Fig. 1: run 1, floorplan with the power grid
Scale bar: 200 microns. Pins as bars on the die edge. Tap cells in gray.
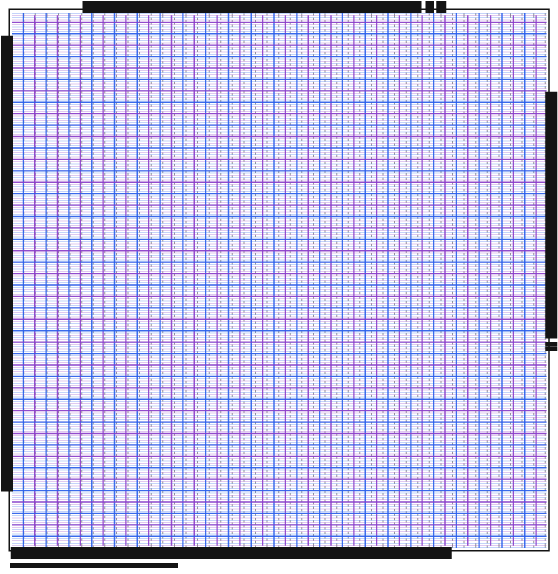
Fig. 2: run 1, placement by cell class
Scale bar: 200 microns.
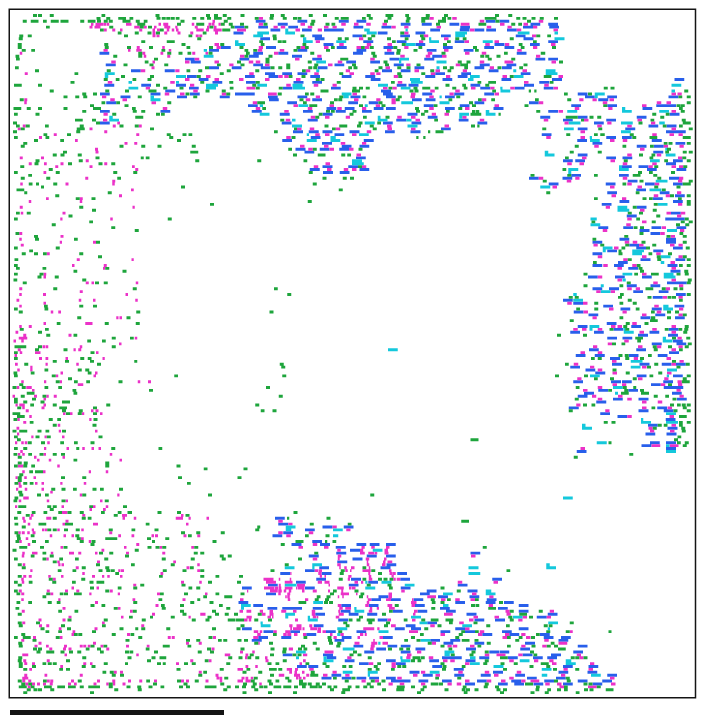
Fig. 3: run 1, clock wires, drivers and flops
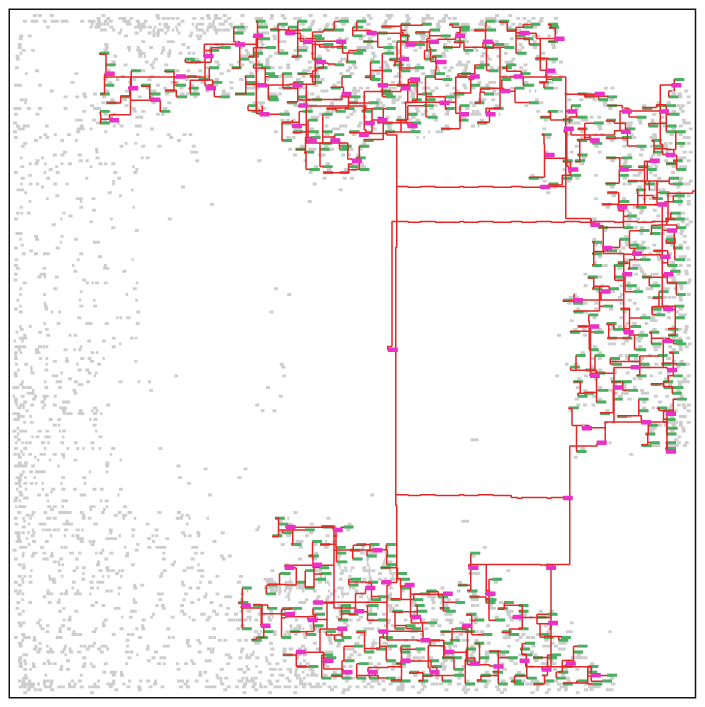
Fig. 4: run 1, wiring by layer
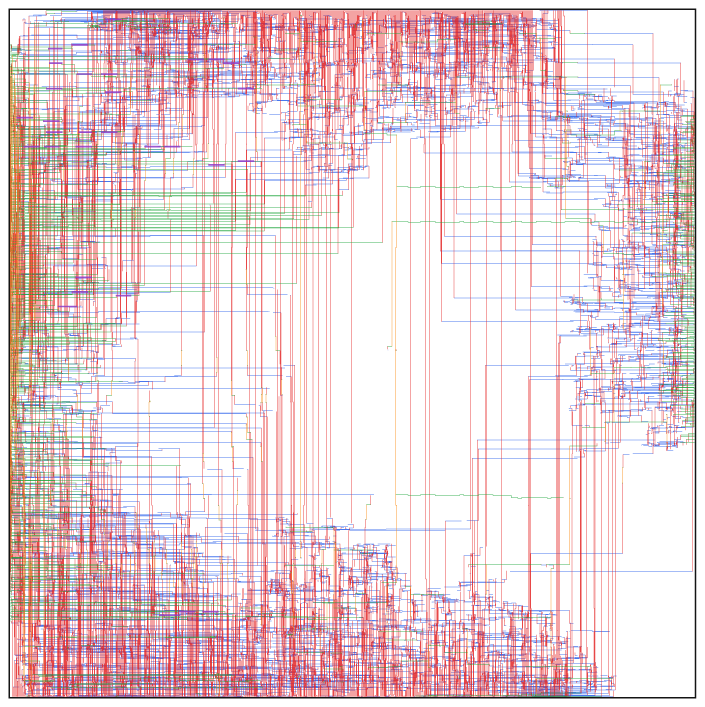
**src/rtl/mem_arbiter.sv**
```systemverilog
// Two-port round-robin arbiter sharing one line-granular main_mem between two caches.
// Forwards the owner's handshake combinationally and latches each port's read line.
module mem_arbiter #(
  parameter int LINE_ADDR_LEN = 3,
  parameter int ADDR_LEN      = 9
) (
  input  logic                                 clk,
  input  logic                                 rst,
  input  logic                                 p0_rd_req,
  input  logic                                 p0_wr_req,
  input  logic [ADDR_LEN-1:0]                  p0_addr,
  input  logic [32*(2**LINE_ADDR_LEN)-1:0]     p0_wr_line,
  output logic                                 p0_gnt,
  output logic [32*(2**LINE_ADDR_LEN)-1:0]     p0_rd_line,
  output logic [31:0]                          p0_cnt,
  input  logic                                 p1_rd_req,
  input  logic                                 p1_wr_req,
  input  logic [ADDR_LEN-1:0]                  p1_addr,
  input  logic [32*(2**LINE_ADDR_LEN)-1:0]     p1_wr_line,
  output logic                                 p1_gnt,
  output logic [32*(2**LINE_ADDR_LEN)-1:0]     p1_rd_line,
  output logic [31:0]                          p1_cnt,
  output logic                                 mem_rd_req,
  output logic                                 mem_wr_req,
  output logic [ADDR_LEN-1:0]                  mem_addr,
  output logic [32*(2**LINE_ADDR_LEN)-1:0]     mem_wr_line,
  input  logic                                 mem_gnt,
  input  logic [32*(2**LINE_ADDR_LEN)-1:0]     mem_rd_line
);

  localparam int LINE_SIZE = 2 ** LINE_ADDR_LEN;
  localparam int LINE_W    = 32 * LINE_SIZE;

  typedef enum logic [1:0] {
    IDLE = 2'd0,
    OWN0 = 2'd1,
    OWN1 = 2'd2
  } state_e;

  state_e              state_q;
  logic                rr_ptr_q;
  logic [31:0]         cnt0_q;
  logic [31:0]         cnt1_q;
  logic [31:0]         cnt0_d;
  logic [31:0]         cnt1_d;
  logic [LINE_W-1:0]   rd_line0_q;
  logic [LINE_W-1:0]   rd_line1_q;

  logic req0_s;
  logic req1_s;
  logic rd0_s;
  logic rd1_s;
  logic own0_s;
  logic own1_s;

  // A simultaneous rd+wr is treated as a write, so a read is only a pure read.
  assign req0_s = p0_rd_req | p0_wr_req;
  assign req1_s = p1_rd_req | p1_wr_req;
  assign rd0_s  = p0_rd_req & ~p0_wr_req;
  assign rd1_s  = p1_rd_req & ~p1_wr_req;
  assign own0_s = (state_q == OWN0);
  assign own1_s = (state_q == OWN1);
  assign cnt0_d = cnt0_q + 32'd1;
  assign cnt1_d = cnt1_q + 32'd1;

  assign p0_gnt     = own0_s & mem_gnt;
  assign p1_gnt     = own1_s & mem_gnt;
  assign p0_cnt     = cnt0_q;
  assign p1_cnt     = cnt1_q;
  assign p0_rd_line = rd_line0_q;
  assign p1_rd_line = rd_line1_q;

  // Owner's request is forwarded unregistered; IDLE keeps main_mem quiet.
  always_comb begin
    mem_rd_req  = 1'b0;
    mem_wr_req  = 1'b0;
    mem_addr    = {ADDR_LEN{1'b0}};
    mem_wr_line = {LINE_W{1'b0}};
    case (state_q)
      OWN0: begin
        mem_rd_req  = rd0_s;
        mem_wr_req  = p0_wr_req;
        mem_addr    = p0_addr;
        mem_wr_line = p0_wr_line;
      end
      OWN1: begin
        mem_rd_req  = rd1_s;
        mem_wr_req  = p1_wr_req;
        mem_addr    = p1_addr;
        mem_wr_line = p1_wr_line;
      end
      default: begin
        mem_rd_req  = 1'b0;
        mem_wr_req  = 1'b0;
        mem_addr    = {ADDR_LEN{1'b0}};
        mem_wr_line = {LINE_W{1'b0}};
      end
    endcase
  end

  // Arbitration FSM; every completion returns to IDLE so main_mem sees a request gap.
  always_ff @(posedge clk or posedge rst) begin
    if (rst) begin
      state_q    <= IDLE;
      rr_ptr_q   <= 1'b0;
      cnt0_q     <= 32'd0;
      cnt1_q     <= 32'd0;
      rd_line0_q <= {LINE_W{1'b0}};
      rd_line1_q <= {LINE_W{1'b0}};
    end else begin
      case (state_q)
        IDLE: begin
          if (req0_s && req1_s) begin
            state_q <= rr_ptr_q ? OWN1 : OWN0;
          end else if (req0_s) begin
            state_q <= OWN0;
          end else if (req1_s) begin
            state_q <= OWN1;
          end else begin
            state_q <= IDLE;
          end
        end
        OWN0: begin
          if (mem_gnt) begin
            state_q  <= IDLE;
            rr_ptr_q <= 1'b1;
            cnt0_q   <= cnt0_d;
            if (rd0_s) begin
              rd_line0_q <= mem_rd_line;
            end
          end else if (!req0_s) begin
            state_q <= IDLE;
          end else begin
            state_q <= OWN0;
          end
        end
        OWN1: begin
          if (mem_gnt) begin
            state_q  <= IDLE;
            rr_ptr_q <= 1'b0;
            cnt1_q   <= cnt1_d;
            if (rd1_s) begin
              rd_line1_q <= mem_rd_line;
            end
          end else if (!req1_s) begin
            state_q <= IDLE;
          end else begin
            state_q <= OWN1;
          end
        end
        default: begin
          state_q <= IDLE;
        end
      endcase
    end
  end

endmodule

```
**config.mk**
```make
export PLATFORM = sky130hd
export DESIGN_NAME = mem_arbiter
export DESIGN_NICKNAME = d
export VERILOG_FILES = /design/src/rtl/mem_arbiter.sv
export SDC_FILE = /design/constraint.sdc
export NUM_CORES = 1
export LEC_CHECK = 0
export CAP_MARGIN = 20
export CORE_AREA = 2 2 639 641
export CTS_CLUSTER_DIAMETER = 50
export CTS_CLUSTER_SIZE = 10
export DETAILED_ROUTE_END_ITERATION = 8
export DIE_AREA = 0 0 641 643
export PLACE_DENSITY = 0.3
export SKIP_LAST_GASP = 1
export SLEW_MARGIN = 30
export SYNTH_ARGS = -nofsm -noshare
export SYNTH_HDL_FRONTEND = slang
export SYNTH_SLANG_ARGS = --single-unit
export TNS_END_PERCENT = 5
```
**constraint.sdc**
```tcl
create_clock -name clk -period 17.1 [get_ports clk]
set_input_delay 1.71 -clock clk [delete_from_list [all_inputs] [get_ports clk]]
set_output_delay 1.71 -clock clk [all_outputs]
set_load 0.02 [all_outputs]
```
==> flow_metrics.env, run 1 <==
# physical design summary
export IMPL_numCtsBuffers=123
export IMPL_ys_sh_xor_pct=2.07
export IMPL_slowest_delay_ps=800
export IMPL_netlist_instances=1978
export IMPL_crit_chain="inv_1, ha_4, buf_4, buf_12, buf_4, a22oi_1, nor2b_1, clkdlybuf4s50_1"
export IMPL_grt_total_usage_pct=13.4
export IMPL_setup_tns_ps=0
export IMPL_endpoint_kind="output pin"
export IMPL_die_h_microns=643
export IMPL_synth_distinct_cells=37
export IMPL_core_sq_um=405000
export IMPL_warnings=59
export IMPL_cp_required_ps=15390
export IMPL_h_tree_depth=3
export IMPL_cp_max_fo=120
export IMPL_flop_cell="dfrtp_1"
export IMPL_fin_cells=9205
export IMPL_crit_slowest_cell="clkdlybuf4s50_1"
export IMPL_yosys_stat_area_sq_um=26200
export IMPL_cts_path_max_buffers=4
export IMPL_gp_congestion=0.923
export IMPL_vias=25029
export IMPL_relSlewSlack_pct=29.6
export IMPL_die_w_microns=641
export IMPL_grt_max_degree=135
export IMPL_muxShareOfSynthArea_pct=22.1
export IMPL_grt_pass1_vias=26896
export IMPL_clock_sinks=579
export IMPL_synth_cellmix_compoundShare_pct=7.74
export IMPL_cts_hold_fix_buffers=0
export IMPL_cpMostUsedCell="buf_4"
export IMPL_final_nets=4421
export IMPL_ir_worst_vdd_uv=161
export IMPL_synthArstFlopShare_pct=100
export IMPL_hold_slack_ps=476
export IMPL_chip_area_sq_um=412000
export IMPL_areaGrowthSynthToFinish_pct=104
export IMPL_clock_latency_ps=890
export IMPL_worst_pin_slew_ps=1060
export IMPL_fin_crit_ps=7190
export IMPL_fin_util_pct=13.2
export IMPL_dr_pass1_iters=5
export IMPL_ctsRootBufferMaster="clkbuf_16"
export IMPL_drv_slew=0
export IMPL_stdcell_area_sq_um=53400
export IMPL_syn_area_per_cell_sq_um=13.2
export IMPL_cts_tree="yes"
export IMPL_grt_pass1_wl_microns=349000
export IMPL_status="finished, final reports clean"
export IMPL_cts_resized=0
export IMPL_topCombFamilyByArea="multiplexers"
export IMPL_synthAdderAreaFrac_pct=0.287
export IMPL_edf_count=0
export IMPL_max_cap_viol_count=0
export IMPL_routedWlPerCell_microns=30.9
export IMPL_wl_microns=285000
export IMPL_synth_warning_count=0
export IMPL_ys_flops=579
export IMPL_boundaryPins=1638
export IMPL_yosys_area_top_type_share_pct=55.3
-- Fig. 1 (at the start) --
| net | color |
|---|---|
| VSS | blue |
| VDD | purple |
rows: 234
met4 straps: 46
tap cells: 5428
met1 rails: 235
met5 straps: 46

-- Fig. 2 (at the start) --
| class | color | cells | share of their area |
|---|---|---|---|
| clock drivers and dummy loads | cyan | 222 | 9.4% |
| combinational and other logic | magenta | 1248 | 24% |
| other buffers and delay cells | green | 1670 | 36% |
| flops | blue | 579 | 31% |

-- Fig. 3 (at the start) --
[clock drivers] magenta | count: 123
[clock wires] red | length: 12800 microns
[flip-flops] green | count: 579
routed clock nets: 124

-- Fig. 4 (at the start) --
| layer | color | wire length |
|---|---|---|
| metal 5 | purple | 425 microns |
| metal 2 | red | 156 mm |
| metal 4 | orange | 8590 microns |
| metal 3 | green | 30.9 mm |
| metal 1 | blue | 89.1 mm |

## run 1: registers in the layout, indices dropped and copies added (netlist names)
register and count:
p0_rd_line 256, p0_cnt 32, rr_ptr_q 1, p1_cnt 32, state_q 2, p1_rd_line 256
## run 1: cell usage in the layout (no fill, tap or decap), types with 6 or more instances in the layout
| cell type | instances |
|---|---|
| clkbuf_1 | 9 |
| nand4_1 | 27 |
| nand2_1 | 22 |
| clkinv_4 | 7 |
| xnor2_1 | 39 |
| buf_12 | 6 |
| dfrtp_1 | 579 |
| a22oi_1 | 267 |
| mux2_2 | 294 |
| inv_6 | 14 |
| clkinvlp_4 | 21 |
| and4_1 | 7 |
| xor2_1 | 23 |
| buf_4 | 22 |
| nor2_1 | 8 |
| inv_1 | 7 |
| clkbuf_8 | 15 |
| nor2b_1 | 270 |
| bufinv_16 | 19 |
| diode_2 | 58 |
| clkdlybuf4s50_1 | 1628 |
| nor3_1 | 13 |
| mux2_1 | 220 |
| and3_1 | 9 |
| nand3_1 | 10 |
| buf_2 | 9 |
| clkinv_2 | 12 |
| clkbuf_16 | 123 |
## run 1: metal layers
layer | track usage [%] | part of all wire (%) | vias up
met5 | 0 | 0.15 | -
met4 | 3.27 | 3.0 | 62
met3 | 6.46 | 11 | 457
met2 | 26.1 | 55 | 1266
met1 | 12.2 | 31 | 12699
li1 | - | - | 10545
## run 1: final timing paths
| kind | to | startpoint | slack [ps] | depth (start not counted) |
|---|---|---|---|---|
| max | mem_wr_line[221] | state_q[1] | 9910 | 8 |
| min | p0_cnt[31] | p0_cnt[31] | 480 | 1 |
| max reg2reg | p1_rd_line[132] | state_q[0] | 13540 | 8 |
| min reg2reg | p0_cnt[31] | p0_cnt[31] | 480 | 1 |
| max in group asynchronous | p1_rd_line[198] | rst | 12610 | 6 |
| min in group asynchronous | p1_rd_line[117] | rst | 1390 | 2 |
## run 1: where the power goes
group / internal, W / leakage (nW) / switching, W
sequential: 0.00199 / 7.26 / 0.000351
combinational: 0.00222 / 10.3 / 0.00312
clock: 0.00167 / 2.07 / 0.000882
total: 0.00588 / 19.6 / 0.00436
## run 1: cells in the mapped netlist, types with 2 or more instances
| cell type | instances |
|---|---|
| a22oi_1 | 267 |
| and2_1 | 2 |
| and3_1 | 9 |
| and4_1 | 7 |
| buf_1 | 4 |
| buf_2 | 30 |
| buf_6 | 32 |
| clkbuf_1 | 83 |
| dfrtp_1 | 579 |
| ha_1 | 6 |
| inv_1 | 8 |
| mux2_1 | 220 |
| mux2_2 | 294 |
| nand2_1 | 23 |
| nand3_1 | 10 |
| nand4_1 | 27 |
| nand4_2 | 2 |
| nor2_1 | 8 |
| nor2b_1 | 270 |
| nor3_1 | 14 |
| nor3b_1 | 2 |
| nor4_1 | 4 |
| nor4_4 | 2 |
| o21ai_0 | 2 |
| xnor2_1 | 39 |
| xor2_1 | 23 |
## run 1: final cells by class
cell class	count	area, sq um
fillers	45904	352000
repair buffers	1670	16700
flip-flops and latches	579	14500
multi-input cells	1239	10900
well taps	5428	6790
clock buffers	147	3320
clock inverters	75	1030
diodes	58	145
inverters	9	37.5
Fig. 5: run 1, track usage over the die
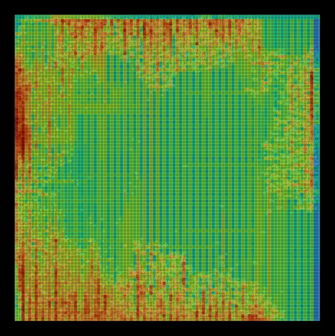

## Run 2: what changed since run 1
clock period = 6 ns   (was 17.1 ns; I/O delays follow)
Fig. 6: run 2, track usage over the die
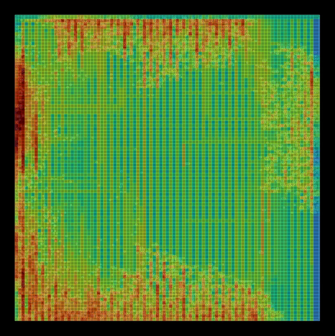
busiest grt layer: met2
grt met2 use: 25.2%
total global-route track usage: 13.1%
GR Layer Usage met1: 12.6%

Fig. 7: run 2, clock wires, drivers and flops
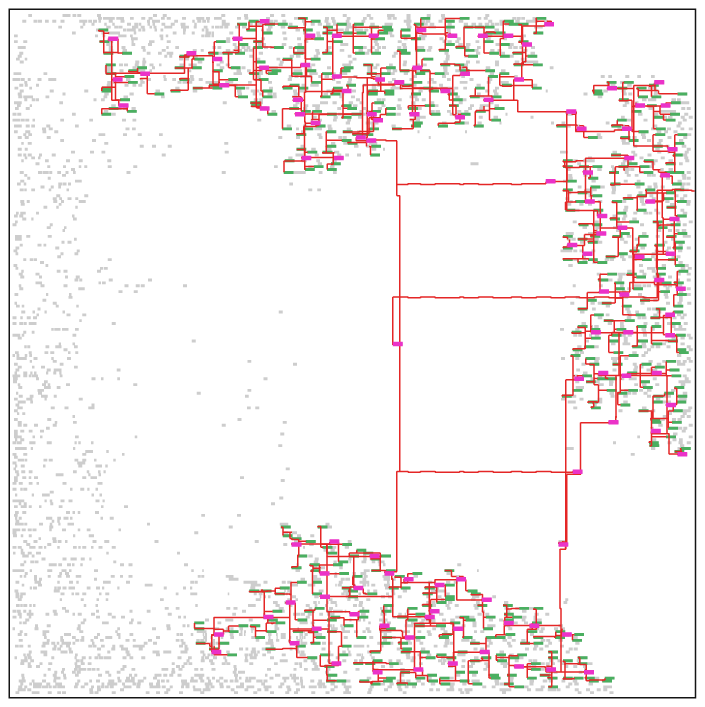
[flip-flops] green | count: 579
[clock wires] red | length: 12800 microns
[clock drivers] magenta | count: 116
routed clock nets: 117

==> flow_metrics.env, run 2 <==
# physical design summary
export IMPL_max_cap_viol_count=0
export IMPL_finalClockPeriodUsage_pct=86.4
export IMPL_wl_microns=279000
export IMPL_most_common_cell="dfrtp_1"
export IMPL_endpoint_kind="output pin"
export IMPL_flop_cell="dfrtp_1"
export IMPL_syn_area_per_cell_sq_um=13.2
export IMPL_post_cts_buffers=0
export IMPL_intPower_w=0.0163
export IMPL_netlist_instances=1978
export IMPL_combinationalPowerShare_pct=53.8
export IMPL_final_nets=4427
export IMPL_h_tree_depth=3
export IMPL_dr_pass1_iters=6
export IMPL_synth_warning_count=0
export IMPL_mostFrequentLayoutCells="clkdlybuf4s50_1, dfrtp_1, mux2_2, nor2b_1, a22oi_1"
export IMPL_edf_count=0
export IMPL_cp_max_fo=57
export IMPL_critical_path_startpoint="state_q[1]"
export IMPL_core_sq_um=405000
export IMPL_vias=25069
export IMPL_grt_max_degree=149
export IMPL_ir_worst_vdd_uv=288
export IMPL_cts_hold_fix_buffers=0
export IMPL_synthArstFlopShare_pct=100
export IMPL_grt_overflow=0
export IMPL_lay_top_count="clkdlybuf4s50_1"
export IMPL_switching_share_pct=43.6
export IMPL_grt_pass1_vias=26854
export IMPL_fp_nets=2777
export IMPL_yosys_stat_area_sq_um=26200
export IMPL_areaGrowthSynthToFinish_pct=103
export IMPL_p_leak_nw=19.5
export IMPL_max_freq_mhz=193
export IMPL_fin_crit_ps=5180
export IMPL_worst_pin_slew_ps=1140
export IMPL_cts_path_max_buffers=4
export IMPL_ys_flops=579
export IMPL_rrSetupSlack_ps=2200
export IMPL_powerDensity_nw_per_um2=543
export IMPL_cp_required_ps=5400
export IMPL_cts_tree="yes"
export IMPL_stdcell_area_sq_um=53200
export IMPL_warnings=46
export IMPL_numCtsBuffers=116
export IMPL_die_h_microns=643
export IMPL_cts_resized=0
export IMPL_clock_sinks=579
export IMPL_chip_area_sq_um=412000
export IMPL_setup_tns_ps=0
export IMPL_gp_congestion=1.07
export IMPL_relSlewSlack_pct=23.7
export IMPL_grt_pass1_wl_microns=343000
export IMPL_status="finished, final reports clean"
export IMPL_synth_distinct_cells=37
export IMPL_pwr_share_seq_pct=23.0
export IMPL_switchingPower_w=0.0126
export IMPL_clock_latency_ps=860
export IMPL_yosys_area_top_type_share_pct=55.3
export IMPL_synthTopCellsByCount="dfrtp_1, mux2_2, nor2b_1"
export IMPL_ctsRootBufferMaster="clkbuf_16"
export IMPL_boundaryPins=1638
export IMPL_crit_reg2reg_launch="state_q[1]"
export IMPL_routedWlPerCell_microns=30.3
export IMPL_clockPowerShare_pct=23.2
run 2: cell type report:
| cell class | count | area, sq um |
|---|---|---|
| antenna | 55 | 138 |
| clock buffer | 144 | 3170 |
| clock inverter | 70 | 801 |
| fill | 46032 | 352000 |
| inverter | 9 | 37.5 |
| multi-input combinational | 1239 | 10900 |
| sequential | 579 | 14500 |
| tap | 5428 | 6790 |
| timing repair buffer | 1683 | 16800 |
run 2: power by group through the flow:
| stage | logic [W] | clock network (W) | registers [W] |
|---|---|---|---|
| after floorplan | 0.00404 | 0 | 0.00876 |
| after global placement | 0.0162 | 0 | 0.00667 |
| after detailed placement | 0.0161 | 0 | 0.00672 |
| after CTS | 0.0162 | 0.00697 | 0.00668 |
| after global routing | 0.0163 | 0.00713 | 0.00691 |
| final | 0.0155 | 0.00669 | 0.00664 |
run 2: metrics by stage:
stage	std cells	hold WS, ps	utilization [%]	total power, W
final	9207	240	13.1	0.0288
after global routing	9172	217	13.1	0.0304
after CTS	9151	189	13.1	0.0298
after detailed placement	8937	467	12.1	0.0228
after global placement	8934	465	12.1	0.0229
after floorplan	1978	477	-	0.0128
run 2: per-layer routing:
metal	GRT usage (%)	up-vias	routed length, microns
li1	-	10562	-
met1	12.6	12900	92200
met2	25.2	1207	151000
met3	5.39	358	26800
met4	3.66	42	8970
met5	0	-	288
run 2: path summary, 6_finish.rpt:
check / cells past startpoint / end
min in group clk: 2 / p0_rd_line[189]
max reg2reg: 6 / p0_rd_line[117]
max: 6 / mem_wr_line[49]
min reg2reg: 1 / p1_cnt[31]
min: 2 / p1_rd_line[32]
max in group asynchronous: 4 / p1_cnt[28]
run 2: worst max-delay path, cell delays in order (launching register included):
cell	delay, ps
dfrtp_1	440
inv_1	220
ha_4	720
buf_4	680
a22oi_1	410
nor2b_1	430
clkdlybuf4s50_1	690
run 2: cell families (layout without fill, tap and decap cells):
logic type	after synthesis	after routing	share of synthesized area [%]
flops	579	579	55.3
mux	514	514	22.1
simple gates	386	386	9.14
compound gates	271	271	7.74
buf+inv	160	1906	3.37
xor+xnor	62	62	2.07
fa+ha+maj	6	6	0.287
other cells	0	55	0
Power figures rest on the tool's default switching activity, not on a simulated workload.
